===== config.mk =====
export PLATFORM = sky130hd
export DESIGN_NAME = shift_unit_pipe
export DESIGN_NICKNAME = d
export VERILOG_FILES = /design/src/rtl/shift_pkg.sv /design/src/rtl/shift_core.sv /design/src/rtl/shift_unit_pipe.sv
export SDC_FILE = /design/constraint.sdc
export NUM_CORES = 1
export LEC_CHECK = 0
export CORE_ASPECT_RATIO = 1.2
export CORE_MARGIN = 3
export CORE_UTILIZATION = 24
export CTS_CLUSTER_DIAMETER = 150
export DETAILED_ROUTE_END_ITERATION = 16
export SYNTH_ARGS = -nofsm -noshare
export SYNTH_HDL_FRONTEND = slang
export SYNTH_HIERARCHICAL = 1
export SYNTH_SLANG_ARGS = --single-unit

===== constraint.sdc =====
create_clock -name clk -period 3.3 [get_ports clk]
set_clock_uncertainty 0.05 [all_clocks]
set_input_delay 0.495 -clock clk [delete_from_list [all_inputs] [get_ports clk]]
set_output_delay 0.495 -clock clk [all_outputs]
set_load 0.02 [all_outputs]

===== src/rtl/shift_pkg.sv =====
// Shared types for the pipelined shift unit: op encoding and result flags.
package shift_pkg;

  typedef enum logic [1:0] {
    SHIFT_SRL = 2'b00,
    SHIFT_SRA = 2'b01,
    SHIFT_SLL = 2'b10,
    SHIFT_ROR = 2'b11
  } shift_op_t;

  typedef struct packed {
    logic z;
    logic n;
    logic c;
  } shift_flags_t;

endpackage


===== src/rtl/shift_core.sv =====
// Combinational log2 barrel shifter: (a, shamt, op) -> (result, carry-out).
// Right shifts run on {a, 1'b0} so the last bit shifted out lands in bit 0;
// SLL reuses the same network on the bit-reversed operand.
module shift_core
  import shift_pkg::*;
#(
  parameter int WIDTH   = 32,
  parameter int SHAMT_W = $clog2(WIDTH) + 1
) (
  input  logic [WIDTH-1:0]   a,
  input  logic [SHAMT_W-1:0] shamt,
  input  shift_op_t          op,
  output logic [WIDTH-1:0]   result,
  output logic               c
);

  localparam logic [SHAMT_W-1:0] AMT_W  = SHAMT_W'(WIDTH);
  localparam logic [SHAMT_W-1:0] AMT_W1 = SHAMT_W'(WIDTH + 1);

  function automatic logic [WIDTH-1:0] bit_rev(input logic [WIDTH-1:0] v);
    logic [WIDTH-1:0] r;
    for (int i = 0; i < WIDTH; i++) r[i] = v[WIDTH-1-i];
    return r;
  endfunction

  logic [WIDTH:0]     rsh;
  logic [SHAMT_W-1:0] amt;
  logic               fill;
  logic [WIDTH-1:0]   rot;
  logic [SHAMT_W-1:0] r_amt;

  // Right-shift network; amounts past the operand are clamped so the
  // vector drains to zero (logical) or to the sign (arithmetic).
  always_comb begin
    rsh  = {a, 1'b0};
    fill = 1'b0;
    amt  = (shamt > AMT_W) ? AMT_W1 : shamt;
    case (op)
      SHIFT_SRA: begin
        fill = a[WIDTH-1];
        amt  = (shamt >= AMT_W) ? AMT_W : shamt;
      end
      SHIFT_SLL: rsh = {bit_rev(a), 1'b0};
      default: ;
    endcase
    for (int k = 0; k < SHAMT_W; k++)
      if (amt[k])
        rsh = (rsh >> (1 << k)) |
              ({(WIDTH+1){fill}} & ~({(WIDTH+1){1'b1}} >> (1 << k)));
  end

  // Rotate network over r = shamt mod WIDTH.
  always_comb begin
    r_amt = SHAMT_W'(int'(shamt) % WIDTH);
    rot   = a;
    for (int k = 0; k < SHAMT_W; k++)
      if (r_amt[k] && ((1 << k) < WIDTH))
        rot = (rot >> (1 << k)) | (rot << (WIDTH - (1 << k)));
  end

  // Select result; ROR carry is the new MSB whenever any rotation was asked.
  always_comb begin
    result = rsh[WIDTH:1];
    c      = rsh[0];
    case (op)
      SHIFT_ROR: begin
        result = rot;
        c      = (shamt != '0) & rot[WIDTH-1];
      end
      SHIFT_SLL: result = bit_rev(rsh[WIDTH:1]);
      default: ;
    endcase
  end

endmodule


===== src/rtl/shift_unit_pipe.sv =====
// Two-stage valid/ready shift pipeline: operand register, shift core,
// result/flag register. Full backpressure, in-order, 1 op/cycle.
module shift_unit_pipe
  import shift_pkg::*;
#(
  parameter int WIDTH   = 32,
  parameter int SHAMT_W = $clog2(WIDTH) + 1
) (
  input  logic               clk,
  input  logic               rst,
  input  logic               in_valid,
  output logic               in_ready,
  input  logic [WIDTH-1:0]   in_a,
  input  logic [SHAMT_W-1:0] in_shamt,
  input  logic [1:0]         in_op,
  output logic               out_valid,
  input  logic               out_ready,
  output logic [WIDTH-1:0]   out_result,
  output logic               out_z,
  output logic               out_n,
  output logic               out_c
);

  logic               s1_valid, s2_valid, adv2;
  logic [WIDTH-1:0]   s1_a;
  logic [SHAMT_W-1:0] s1_shamt;
  shift_op_t          s1_op;
  logic [WIDTH-1:0]   core_result;
  logic               core_c;
  shift_flags_t       flags;

  // Stage 2 can take new data when empty or draining; stage 1 likewise
  // when empty or moving into stage 2. No path from in_valid.
  assign adv2     = ~s2_valid | out_ready;
  assign in_ready = ~s1_valid | adv2;

  // Stage 1: capture the request on transfer.
  always_ff @(posedge clk) begin
    if (rst) begin
      s1_valid <= 1'b0;
      s1_a     <= '0;
      s1_shamt <= '0;
      s1_op    <= SHIFT_SRL;
    end else if (in_ready) begin
      s1_valid <= in_valid;
      if (in_valid) begin
        s1_a     <= in_a;
        s1_shamt <= in_shamt;
        s1_op    <= shift_op_t'(in_op);
      end
    end
  end

  shift_core #(.WIDTH(WIDTH), .SHAMT_W(SHAMT_W)) u_core (
    .a      (s1_a),
    .shamt  (s1_shamt),
    .op     (s1_op),
    .result (core_result),
    .c      (core_c)
  );

  // Stage 2: register result and flags; holds while stalled.
  always_ff @(posedge clk) begin
    if (rst) begin
      s2_valid   <= 1'b0;
      out_result <= '0;
      flags      <= '0;
    end else if (adv2) begin
      s2_valid <= s1_valid;
      if (s1_valid) begin
        out_result <= core_result;
        flags      <= '{z: (core_result == '0), n: core_result[WIDTH-1], c: core_c};
      end
    end
  end

  assign out_valid = s2_valid;
  assign out_z     = flags.z;
  assign out_n     = flags.n;
  assign out_c     = flags.c;

endmodule


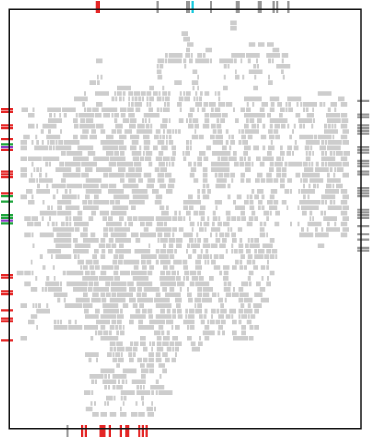
**Above:** run 1 (pin placement).
Scale: 2 px per µm. Pins as bars across the die edge, other pins in grey.
legend:
  purple:
    port: in_op
    pins: 2
    direction: input
    edge: left
  green:
    port: in_shamt
    pins: 6
    direction: input
    edge: left
  cyan:
    port: out_valid
    pins: 1
    direction: output
    edge: top
  red:
    port: in_a
    pins: 32
    direction: input
    edge: 18 left, 12 bottom, 2 top
# port buffers: 80
die extent in x: 175 µm

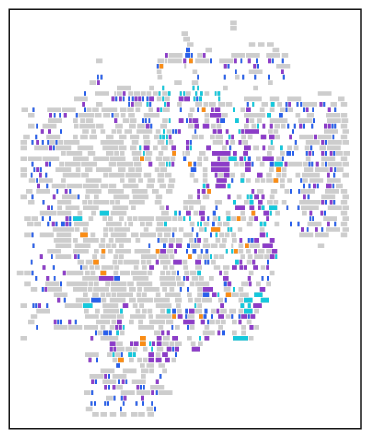
**Above:** run 1 (logic cells by family).
Scale: 2 px per µm.
legend:
  purple:
    family: aoi and oai cells
    cells: 228
    most_used: a21oi_1
  cyan:
    family: nor cells
    cells: 96
    most_used: nor2_1
  orange:
    family: and/or cells
    cells: 26
    most_used: or3_1
  blue:
    family: nand cells
    cells: 236
    most_used: nand2_1
    where: all over the die
Cell Count, Final, Fillers Out: 1766
most frequent logic cell in the layout: buf_4

==> Changelog: implementation, run 1 <==
## Implementation

* Status: finished, violations left
* Failing checks: setup timing
* CORE AREA at around 34000 µm²
* Unrepaired setup endpoints after global routing: true
* PnR worst setup slack at -0.361 ns
* Yosys reg bits at between 70 and 80
* TritonCTS buffer count at 9
* Clock transition at path regs at ~0.06 ns
* YS warnings at 6
* Clk power at ~1.2 mW
* Pleak at 4.95 nW
* Met1 wire length at 15500 µm
* Slew HR at ~44%
* Switching share of power at roughly 34%
* Gate power share at between 40% and 50%
* Logic power comb at slightly above 2 mW
* Hold Crit Start: out_result[3]$_SDFFE_PP0P_
* Final net count at 1356
* Worst setup path endpoint: out_z$_SDFFE_PP0P_
* Worst slack at placement at -0.504 ns
* Worst EP required at 3.54 ns
* Post-Syn Area at slightly above 8000 µm²
* Number of H-tree levels at 3
* Comb/total area at about 53%
* Area leader, netlist: mux4_2
* Buf+Inv Stages, Crit Path at 2
* M2 GR Usage at 33.3%
* Final core occ at roughly 37%
* Final ANT Viol Nets at 0
* Rows at ~73
* Syn nets at around 1.1k
* Die Area at roughly 37000 µm²
* Grt met1 use at about a quarter
* Crit-path leading delay family: simple AND/OR/NAND/NOR gates
* Signal buffers at about 400
* CTS tree: done
* Met2 WL post-DR at 17800 µm
* Synth unique cells at between 60 and 70
* Mean area per synthesized cell at just over 8 µm²
* Worst path max stage delay at around 0.58 ns
* Synth mux share at about a third
* Clock power frac at between 20% and 30%
* Final setup vio count at 7
* Root buffer cell: clkbuf_16
* Tap cells at ~450
* Layout non-clock buf frac at between 20% and 30%
* GP Congestion at 1.03
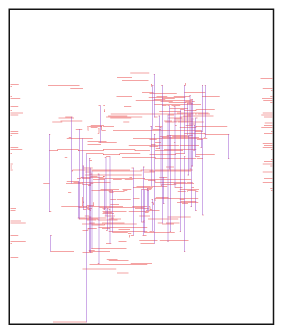
**Above:** run 1 (signal wires by layer).
Scale: 1.5 px per µm. Two of the layers only.
legend:
  purple:
    layer: M4
    wire_length: 2150 µm
  red:
    layer: M3
    wire_length: 2900 µm
Total Routing Usage GR: 20.5%
WL final: 38300 µm
vias post-DR: 9816
DR WL/cell: 21.7 µm

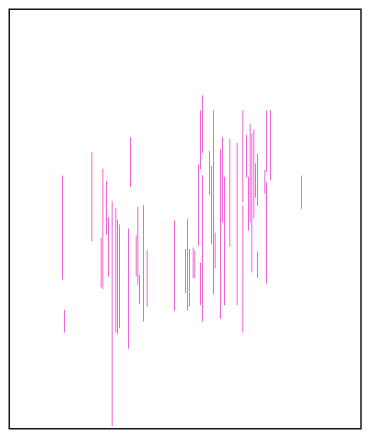
**Above:** run 1 (M4 wires).
Scale: 2 px per µm.
main direction: vertical
wire length on this layer: 2150 µm
longest straight run: 112 µm
nets with wire on the layer: 47

## run 1: registers in the layout, indices dropped and copies added, names as in the netlist
name / cells
out_c: 1
out_z: 1
s1_op: 2
s1_a: 32
out_result: 32
s1_shamt: 6
s1_valid: 1
out_valid: 1
## run 1: synth_stat cells (9+ instances only)
cell,count
a211oi_1,12
a21oi_1,113
a31oi_1,9
buf_1,12
buf_2,20
clkbuf_1,71
dfxtp_1,76
mux2_2,35
mux2i_1,84
mux4_2,74
nand2_1,206
nand3_1,16
nor2_1,55
nor3_1,19
nor4_1,15
o211ai_1,13
o21ai_0,30
## run 1: repair_timing
item / in CTS / in global routing
pin swaps: 16 / 21
buffers inserted: 13 / 15
resized: 31 / 42
endpoints found under the setup margin: 14 / 22
cloned: 1 / 0
==> run 2: changes to the inputs <==
--- a/config.mk
+++ b/config.mk
@@ -8,7 +8,6 @@
 export CORE_ASPECT_RATIO = 1.2
 export CORE_MARGIN = 3
 export CORE_UTILIZATION = 24
-export CTS_CLUSTER_DIAMETER = 150
 export DETAILED_ROUTE_END_ITERATION = 16
 export SYNTH_ARGS = -nofsm -noshare
 export SYNTH_HDL_FRONTEND = slang
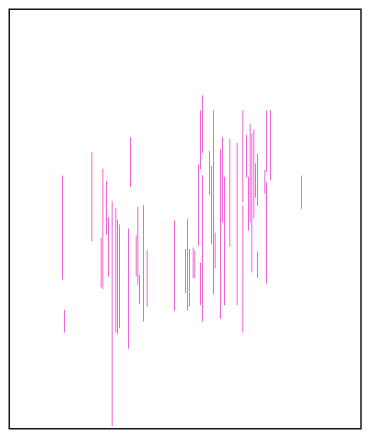
**Above:** run 2 (M4 wires).
Scale: 2 px per µm.
nets with wire on the layer: 47
share of all routed wire: 5.6%
wire length on this layer: 2150 µm
main direction: vertical

==> run 2 against run 1 <==
  * The run still ends with setup timing left
  * Synthesized cell count unchanged
  * Global-route usage unchanged
  * First-iteration DRC count unchanged
  * Critical path type unchanged
  * Critical endpoint unchanged
  * Largest cell class unchanged
==> Changelog: implementation, run 2 <==
## Implementation

* Synth unique cells at 67
* Syn nets at roughly 1.1k
* Signal buffers at ~400
* Slew HR at around 44%
* Die Area at between 30000 and 40000 µm²
* Post-Syn Area at 8240 µm²
* Post-synth top cells: nand2_1, a21oi_1, mux2i_1
* Area leader, netlist: mux4_2
* Cell Count, Final, Fillers Out at approximately 1.8k
* Most frequent logic cell in the layout: buf_4
* CTS tree: done
* Status: finished, violations left
* Switching share of power at about a third
* Die extent in x at roughly 180 µm
* Tap cells at 450
* Root buffer cell: clkbuf_16
* Largest registers: out_result x32, s1_a x32, s1_shamt x6
* Failing checks: setup timing
* Rows at roughly 73
* Final net count at 1356
* Final setup vio count at 7
* DR WL/cell at between 20 and 25 µm
* TritonCTS buffer count at 9
* Final core occ at a little under two fifths
* PnR worst setup slack at -0.361 ns
* Vias post-DR at roughly 9.8k
* Gate power share at a little under half
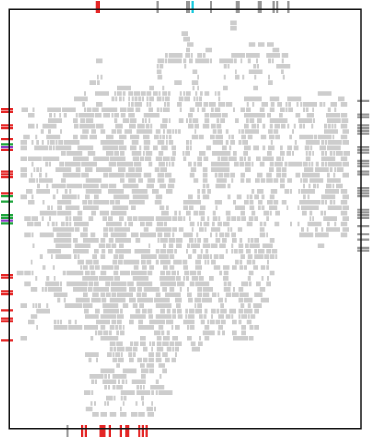
**Above:** run 2 (pin placement).
Scale: 2 px per µm. Pins as bars across the die edge, other pins in grey.
die height: 209 µm

## run 2: kinds of logic after synthesis
family / Yosys count
and+or+nand+nor: 358
DFF: 76
buffers and inverters: 117
muxes: 193
AOI/OAI and AO/OA: 266
## run 2: layer usage
| metal | up-vias | part of all wire, % |
|---|---|---|
| met3 | 117 | 7.6 |
| li1 | 4431 | - |
| met5 | - | 0 |
| met2 | 547 | 46 |
| met1 | 4721 | 40 |
| met4 | 0 | 5.6 |
## run 2: what timing repair did
| action | 4_1_cts | 5_1_grt |
|---|---|---|
| gates cloned | 1 | 0 |
| hold endpoints to repair | 0 | 0 |
| pin swaps | 16 | 21 |
| setup endpoints to repair | 14 | 22 |
| gates resized | 31 | 42 |
| setup buffers | 13 | 15 |
Power is estimated from default activity; no workload was simulated.
